### config.mk
export PLATFORM = sky130hd
export DESIGN_NAME = ins_decode_ctrl
export DESIGN_NICKNAME = d
export VERILOG_FILES = /design/src/rtl/ins_decode_ctrl.sv
export SDC_FILE = /design/constraint.sdc
export NUM_CORES = 1
export LEC_CHECK = 0
export CORE_MARGIN = 2
export CORE_UTILIZATION = 40
export CTS_CLUSTER_DIAMETER = 40
export DETAILED_ROUTE_END_ITERATION = 8
export DONT_BUFFER_PORTS = 1
export PLACE_DENSITY_LB_ADDON = 0.05
export SLEW_MARGIN = 5
export SYNTH_ARGS = -nofsm -noshare
export SYNTH_HDL_FRONTEND = slang
export SYNTH_SLANG_ARGS = --single-unit
### constraint.sdc
create_clock -name clk -period 2.3 [get_ports clk]
set_input_delay 0.23 -clock clk [delete_from_list [all_inputs] [get_ports clk]]
set_output_delay 0.23 -clock clk [all_outputs]
set_load 0.01 [all_outputs]
### src/rtl/ins_decode_ctrl.sv
// Multicycle control for a MIPS subset: IF/ID/EX/MEM/WB sequencer, selects decoded from the latched ir.
// 2-5 cycles per instruction; hold freezes state, ir and retired_cnt and masks every strobe.
module ins_decode_ctrl #(
  parameter int CNT_W = 32
) (
  input  logic             clk,
  input  logic             rst,
  input  logic             hold,
  input  logic [31:0]      ins_in,
  output logic             npc_sel,
  output logic             isJump,
  output logic [15:0]      npc_out_imm16,
  output logic [25:0]      npc_out_imm26,
  output logic             pc_we,
  output logic [4:0]       rs,
  output logic [4:0]       rt,
  output logic [4:0]       rd,
  output logic             reg_we,
  output logic             reg_dst,
  output logic             alu_src,
  output logic             mem_we,
  output logic             mem_to_reg,
  output logic [2:0]       alu_op,
  output logic [1:0]       ext_op,
  output logic             illegal_ins,
  output logic [2:0]       state,
  output logic [CNT_W-1:0] retired_cnt
);

  typedef enum logic [2:0] {
    S_IF  = 3'd0,
    S_ID  = 3'd1,
    S_EX  = 3'd2,
    S_MEM = 3'd3,
    S_WB  = 3'd4
  } state_t;

  state_t      cur_state, nxt_state;
  logic [31:0] ir;
  logic [5:0]  opcode, funct;
  logic        is_addu, is_subu, is_ori, is_lui, is_lw, is_sw, is_beq, is_j, legal;

  assign opcode = ir[31:26];
  assign funct  = ir[5:0];

  assign is_addu = (opcode == 6'h00) && (funct == 6'h21);
  assign is_subu = (opcode == 6'h00) && (funct == 6'h23);
  assign is_ori  = (opcode == 6'h0D);
  assign is_lui  = (opcode == 6'h0F);
  assign is_lw   = (opcode == 6'h23);
  assign is_sw   = (opcode == 6'h2B);
  assign is_beq  = (opcode == 6'h04);
  assign is_j    = (opcode == 6'h02);
  assign legal   = is_addu | is_subu | is_ori | is_lui | is_lw | is_sw | is_beq | is_j;

  assign rs            = ir[25:21];
  assign rt            = ir[20:16];
  assign rd            = ir[15:11];
  assign npc_out_imm16 = ir[15:0];
  assign npc_out_imm26 = ir[25:0];
  assign state         = cur_state;

  // ir resets to 0, which decodes as illegal, so every select is 0 during reset.
  assign alu_op     = is_lui ? 3'd3 :
                      is_ori ? 3'd2 :
                      (is_subu | is_beq) ? 3'd1 : 3'd0;
  assign ext_op     = is_lui ? 2'd2 :
                      (is_lw | is_sw) ? 2'd1 : 2'd0;
  assign alu_src    = is_ori | is_lui | is_lw | is_sw;
  assign reg_dst    = is_addu | is_subu;
  assign mem_to_reg = is_lw;

  always_ff @(posedge clk or posedge rst) begin
    if (rst) begin
      cur_state   <= S_IF;
      ir          <= '0;
      retired_cnt <= '0;
    end else if (!hold) begin
      cur_state <= nxt_state;
      if (cur_state == S_IF) ir <= ins_in;
      if (pc_we) retired_cnt <= retired_cnt + CNT_W'(1);
    end
  end

  always_comb begin
    nxt_state   = cur_state;
    pc_we       = 1'b0;
    reg_we      = 1'b0;
    mem_we      = 1'b0;
    npc_sel     = 1'b0;
    isJump      = 1'b0;
    illegal_ins = 1'b0;
    case (cur_state)
      S_IF: nxt_state = S_ID;
      S_ID: begin
        if (!legal) begin
          illegal_ins = 1'b1;
          pc_we       = 1'b1;
          nxt_state   = S_IF;
        end else if (is_j) begin
          isJump    = 1'b1;
          pc_we     = 1'b1;
          nxt_state = S_IF;
        end else begin
          nxt_state = S_EX;
        end
      end
      S_EX: begin
        if (is_beq) begin
          npc_sel   = 1'b1;
          pc_we     = 1'b1;
          nxt_state = S_IF;
        end else if (is_lw || is_sw) begin
          nxt_state = S_MEM;
        end else begin
          nxt_state = S_WB;
        end
      end
      S_MEM: begin
        if (is_sw) begin
          mem_we    = 1'b1;
          pc_we     = 1'b1;
          nxt_state = S_IF;
        end else begin
          nxt_state = S_WB;
        end
      end
      S_WB: begin
        reg_we    = 1'b1;
        pc_we     = 1'b1;
        nxt_state = S_IF;
      end
      default: nxt_state = S_IF;
    endcase
    // Holding keeps the current state, so its strobe fires once hold drops.
    if (hold) begin
      nxt_state   = cur_state;
      pc_we       = 1'b0;
      reg_we      = 1'b0;
      mem_we      = 1'b0;
      npc_sel     = 1'b0;
      isJump      = 1'b0;
      illegal_ins = 1'b0;
    end
  end

endmodule

==> run summary <==
Implementation results

The flow ran to the end, but the final reports show violations. The final reports fail on negative setup slack. Once placement completed, the tool counted placed cells totaling 400. The worst hold margin is 0.0172 ns. The effective utilization at floorplan is 0.414.

Excluding fillers, the count of instances in the completed layout stands at 421. The power density over the cells is 1280 nW/um^2. The total number of placement rows is 34.

The top cell type by instance count after synthesis is sky130_fd_sc_hd__dfrtp_1. The final report lists the setup-violating endpoint count as 2. The insertion delay to the later sink of the worst-skew pair is 0.34 ns. The routed length per placed instance is 17.2 um. The worst setup margin is -0.00571 ns. Setup repair after global routing could not meet its margin everywhere. Counting I/O delays and the setup requirement, the final critical path takes 2.31 ns. For this run, the number of Yosys warnings is 0. In this run the number of H-tree levels came out at 3.

Looking at the setup timing report, the critical path kind is reg -> out. After global routing the overflow that remains totals 0. The largest fanout of any net on the critical path is 11. Pin placement for this block handled 141 I/O pins. The growth of design area from synthesis to finish is 6.34%. The most common logic cells in the final layout are sky130_fd_sc_hd__dfrtp_1 (65), sky130_fd_sc_hd__mux2_2 (32), sky130_fd_sc_hd__buf_4 (32). Yosys stat counts 330 cells in the synthesized netlist. The number of nets still failing antenna checks after routing is 0. Of the cells placed in the final design, the portion with a size suffix greater than 1 is 0.335.

The data required time at the worst endpoint is 2.07 ns.
-- worst min-delay path by stage --
| stage | slack, ns | cells after the start | endpoint | startpoint |
|---|---|---|---|---|
| after floorplan | 0.35 | 2 | ir[30] | ins_in[30] |
| after global placement | 0.23 | 2 | ir[21] | rst |
| after detailed placement | 0.23 | 2 | ir[24] | rst |
| after CTS | 0.004 | 2 | ir[30] | ins_in[30] |
| after global routing | 0.02 | 1 | ir[27] | ins_in[27] |
| final | 0.02 | 2 | ir[30] | ins_in[30] |
-- sequential cells by signal, indices dropped and copies added (netlist names) --
name         flops
retired_cnt     32
ir              32
state            3
-- worst max-delay path, cell delays in order (launching register included) --
cell                        delay [ns]
sky130_fd_sc_hd__dfrtp_2          0.42
sky130_fd_sc_hd__and4b_1          0.21
sky130_fd_sc_hd__a211o_1          0.32
sky130_fd_sc_hd__a2111oi_4        0.40
sky130_fd_sc_hd__o31a_1           0.24
sky130_fd_sc_hd__buf_12           0.16
-- layout make-up --
type,count,area [um^2]
clock inverters,5,52.6
flip-flops and latches,67,1680
fillers,819,4880
repair buffers,38,355
well taps,108,135
inverters,7,26.3
multi-input cells,185,1450
clock buffers,11,141
-- report_power, final --
group / switching (mW) / leakage, nW / internal, mW / total [mW]
logic: 0.885 / 0.693 / 0.945 / 1.83
clock network: 0.449 / 0.0991 / 0.525 / 0.974
registers: 0.575 / 0.832 / 1.54 / 2.11
total: 1.91 / 1.62 / 3.01 / 4.92
-- repair_timing --
| item | in CTS | in global routing |
|---|---|---|
| cloned | 0 | 1 |
| resized | 3 | 6 |
| endpoints found under the hold margin | 67 | 0 |
| endpoints found under the setup margin | 4 | 8 |
| pin swaps | 2 | 2 |
| hold buffers | 1 | 0 |
| buffers inserted | 3 | 1 |
-- layer usage --
metal / routed length, um / up-vias / track usage
li1: - / 1031 / -
met1: 3220 / 1057 / 0.203
met2: 3250 / 84 / 0.217
met3: 568 / 15 / 0.0525
met4: 182 / 0 / 0.0727
met5: 0 / - / 0
-- logic make-up after synthesis --
logic type,synth area share
multiplexers,0.0998
flip-flops,0.464
AND/OR/NAND/NOR,0.176
buffers and inverters,0.146
XOR/XNOR,0.0794
other,0.00104
adder cells (fa/ha/maj),0.00346
AND-OR/OR-AND,0.0301
Figure 1. Clock wiring as the flow saved it.
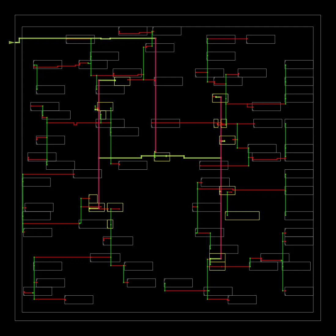
clock buffer count from CTS: 9
maximum clock skew at final layout: 0.00902 ns

Figure 2. Met1 routing.
Drawn at 3 px/um. Supply wires on this layer in grey.
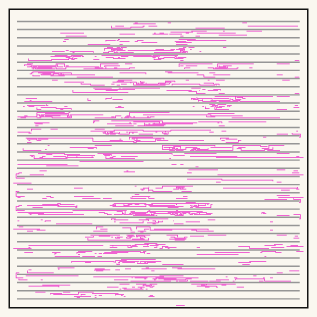
share of all routed wire	45%
main direction	horizontal
nets with wire on the layer	300
longest straight run	29.0 um

Figure 3. Cell density map.
Drawn at 4 px/um. The die is cut into 10 by 10 equal tiles; white is low, dark blue is high, 0 to 100% covered.
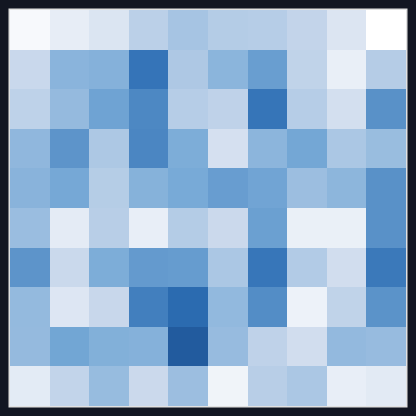
densest ninth of the die	bottom middle
fullest tile	83%
mean over tiles	38%
nearly empty tiles	1.0%
tiles over 75% full	2.0%

Figure 4. M3 wires.
Drawn at 4 px/um.
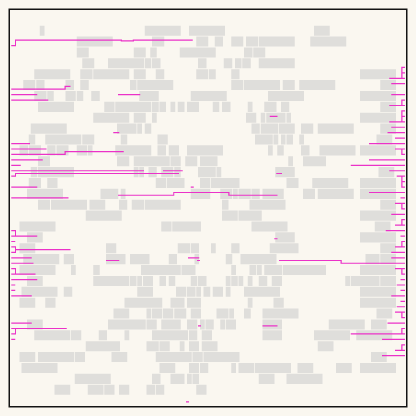
share of all routed wire	7.9%
main direction	horizontal
wire length on this layer	569 um
longest straight run	40.7 um
nets with wire on the layer	64

Figure 5. Clock distribution.
Drawn at 4 px/um.
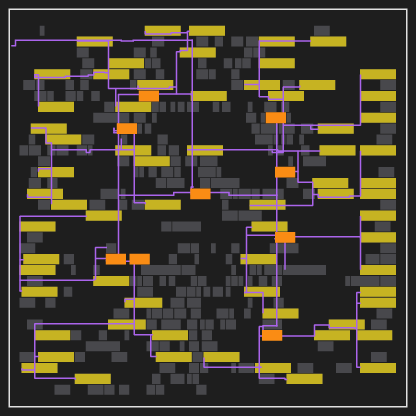
[clock-net drivers] orange | count: 9
[flip-flops] yellow | count: 67
[clock wires] purple | length: 960 um
routed clock nets	10

Power figures rest on the tool's default switching activity, not on a simulated workload.
